Placement density heat map:
The bar under the picture is 20 um long. 9 x 9 tiles, from dark purple (low) to yellow (high), 0 to 100% covered.
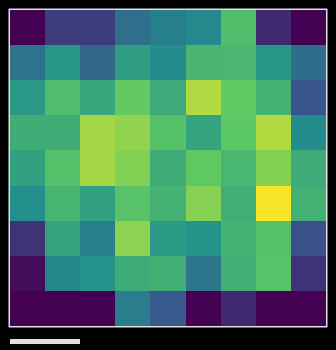
Routed metal per tile:
18 x 18 tiles, from dark purple (low) to yellow (high), scaled to the fullest tile. Values are wire area over tile area, all layers added.
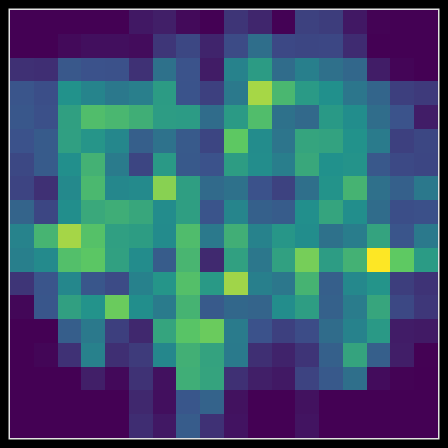
Clock routing:
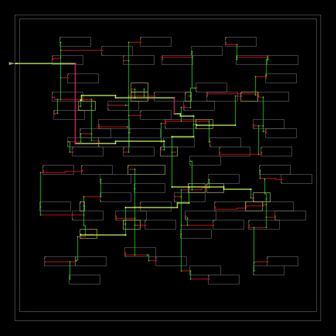
Wiring by layer:
Only two layers are drawn.
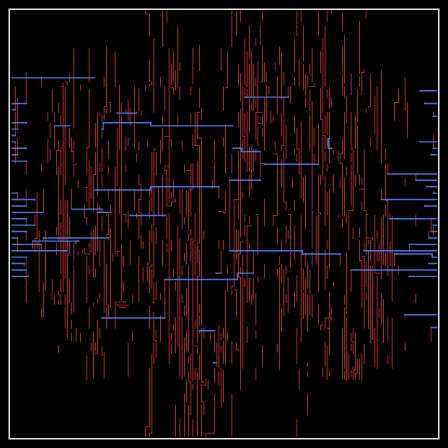
==> config.mk <==
export PLATFORM = sky130hd
export DESIGN_NAME = mbist_result_unloader
export DESIGN_NICKNAME = d
export VERILOG_FILES = /design/src/rtl/mbist_result_unloader.sv
export SDC_FILE = /design/constraint.sdc
export NUM_CORES = 1
export LEC_CHECK = 0
export ABC_AREA = 1
export CORE_UTILIZATION = 44
export DETAILED_ROUTE_END_ITERATION = 8
export PLACE_DENSITY = 0.74
export SLEW_MARGIN = 20
export SYNTH_ARGS = -nofsm -noshare
export SYNTH_HDL_FRONTEND = slang
export SYNTH_SLANG_ARGS = --single-unit
==> constraint.sdc <==
create_clock -name clk -period 5 [get_ports clk]
set_input_delay 1 -clock clk [delete_from_list [all_inputs] [get_ports clk]]
set_output_delay 1 -clock clk [all_outputs]
set_load 0.05 [all_outputs]
==> flow.log <==
[flow] collecting metrics
[metrics] Tightest Pin Transition: around 900 ps
[metrics] #FFs+latches synth: 66
[metrics] cell with the most instances after synthesis: nand2_1
[metrics] total clock buffers created by CTS: 9
[metrics] count of nets after finishing: just under 600
[metrics] maximum clock frequency: between 300 and 400 MHz
[metrics] Placement Setup Slack: approximately 2100 ps
[metrics] chip footprint: a little over 8000 um^2
[metrics] DP Cell Count: about 610
[metrics] final setup TNS: 0 ps
[metrics] max reg flops: roughly 56
[metrics] sw frac: 0.417
[metrics] Finished Layout Cells: between 600 and 700
[metrics] arrival time of the worst setup path: around 2700 ps
[metrics] sequential area share after synthesis: 0.475
[metrics] Layout clock area frac: 0.0470
[metrics] CTS H-tree lvls: 3
[metrics] chip height: just over 90 um
[metrics] maximum fanout along the worst path: a little under 100
[metrics] result of the run: complete, no violations
[metrics] most common library cell in the layout ignoring fill and taps: nand2_1
[metrics] endpoint required time on the critical path: 5170 ps
[metrics] Worst R2R Setup Slack: between 3000 and 4000 ps
[metrics] category of the worst setup path capture point: register
[metrics] summed area of non-filler cells in the final layout: 4340 um^2
[metrics] RSZ-0062 raised after global routing: false
[metrics] Clk Tree Root Cell: clkbuf_8
[metrics] sequential cell area in the final layout: between 1500 and 2000 um^2
[metrics] tally of nets with antenna violations remaining after routing: 0
[metrics] Post-Route Skew: roughly 6.4 ps
[metrics] number of warning messages in the yosys log: 0
[metrics] drt initial violations: ~190
[metrics] Yosys Chip Area: ~3500 um^2
[metrics] final weighted congestion of routability-driven global placement: roughly 0.84
[metrics] quantity of I/O buffers inserted on ports: 72
[metrics] Pwr per Cell Area: between 500 and 600 nW/um^2
[metrics] largest cell class by area: registers
[metrics] count of multi-input combinational gates: about 310
[metrics] final setup violation count: 0
[metrics] crit path time final: 2560 ps
[metrics] internal power consumption: between 1 and 1.5 mW
[metrics] number of warnings in the stage logs: 27
[metrics] power share of the combinational group: 0.458
[metrics] clock buffers: 13
[metrics] Die Width: ~90 um
[metrics] relative contribution of the clock network to total power: 0.202
[metrics] Ports: 73
[metrics] total overflow reported by the global router: 0
[metrics] number of synthesized flops with an enable pin: 0
[metrics] top cell type's share of synthesized area: 0.475
[metrics] Well-Tap Cells: 102
[metrics] maximum capacitance violations: 0
[metrics] R2R cell count: 6
[metrics] worst hold-check slack: between 400 and 500 ps
[metrics] number of global-route vias before repair: 3040
Notes on 'placement density heat map' above:
15% of the tiles are over 75% full. The mean over all tiles is 51%. The emptiest ninth of the die: bottom left. 9.9% of the tiles are nearly empty. The fullest tile reaches 99%.
core outline area: 7690 um^2
final design utilization: 0.564
Init Core Util: 0.453

Notes on 'routed metal per tile' above:
The fullest tile reaches 0.46. The emptiest ninth of the die: bottom left. The mean over all tiles is 0.15. 16% of the tiles are nearly empty. 24% of the tiles are over half the peak.
total wire length: 7570 um
Via Count: 3011
aggregate global-route resource usage: 0.210

Notes on 'clock routing' above:
clk_lat worst skew: 340 ps
flop count: 66

Notes on 'wiring by layer' above:
Key: metal 2 = red [wire length 3740 um]; metal 3 = blue [wire length 416 um]
routed length per instance: 12.1 um

## metal layers
| layer | wire (um) | track usage |
|---|---|---|
| met1 | 3370 | 0.267 |
| met2 | 3740 | 0.357 |
| met3 | 415 | 0.0606 |
| met4 | 47 | 0.0437 |
| met5 | 0 | 0 |
## power by group through the flow
stage               Combinational [mW]  Clock [mW]  Sequential (mW)
finish                            1.04       0.459            0.771
global route                      1.19       0.489            0.791
CTS                               1.05       0.471            0.772
detailed placement                1.04           0            0.782
global placement                  1.01           0            0.776
floorplan                        0.882           0            0.784
## cells by family after synthesis
kind of cell    synth area share
fa+ha+maj                0.00719
buf+inv                    0.126
compound gates             0.155
simple gates               0.237
flops                      0.475
## critical path: cells and delay by family
family | cells | cell delay (ps)
AOI/OAI and AO/OA | 1 | 200
buffers and inverters | 2 | 1190
and+or+nand+nor | 3 | 330
Power figures rest on the tool's default switching activity, not on a simulated workload.
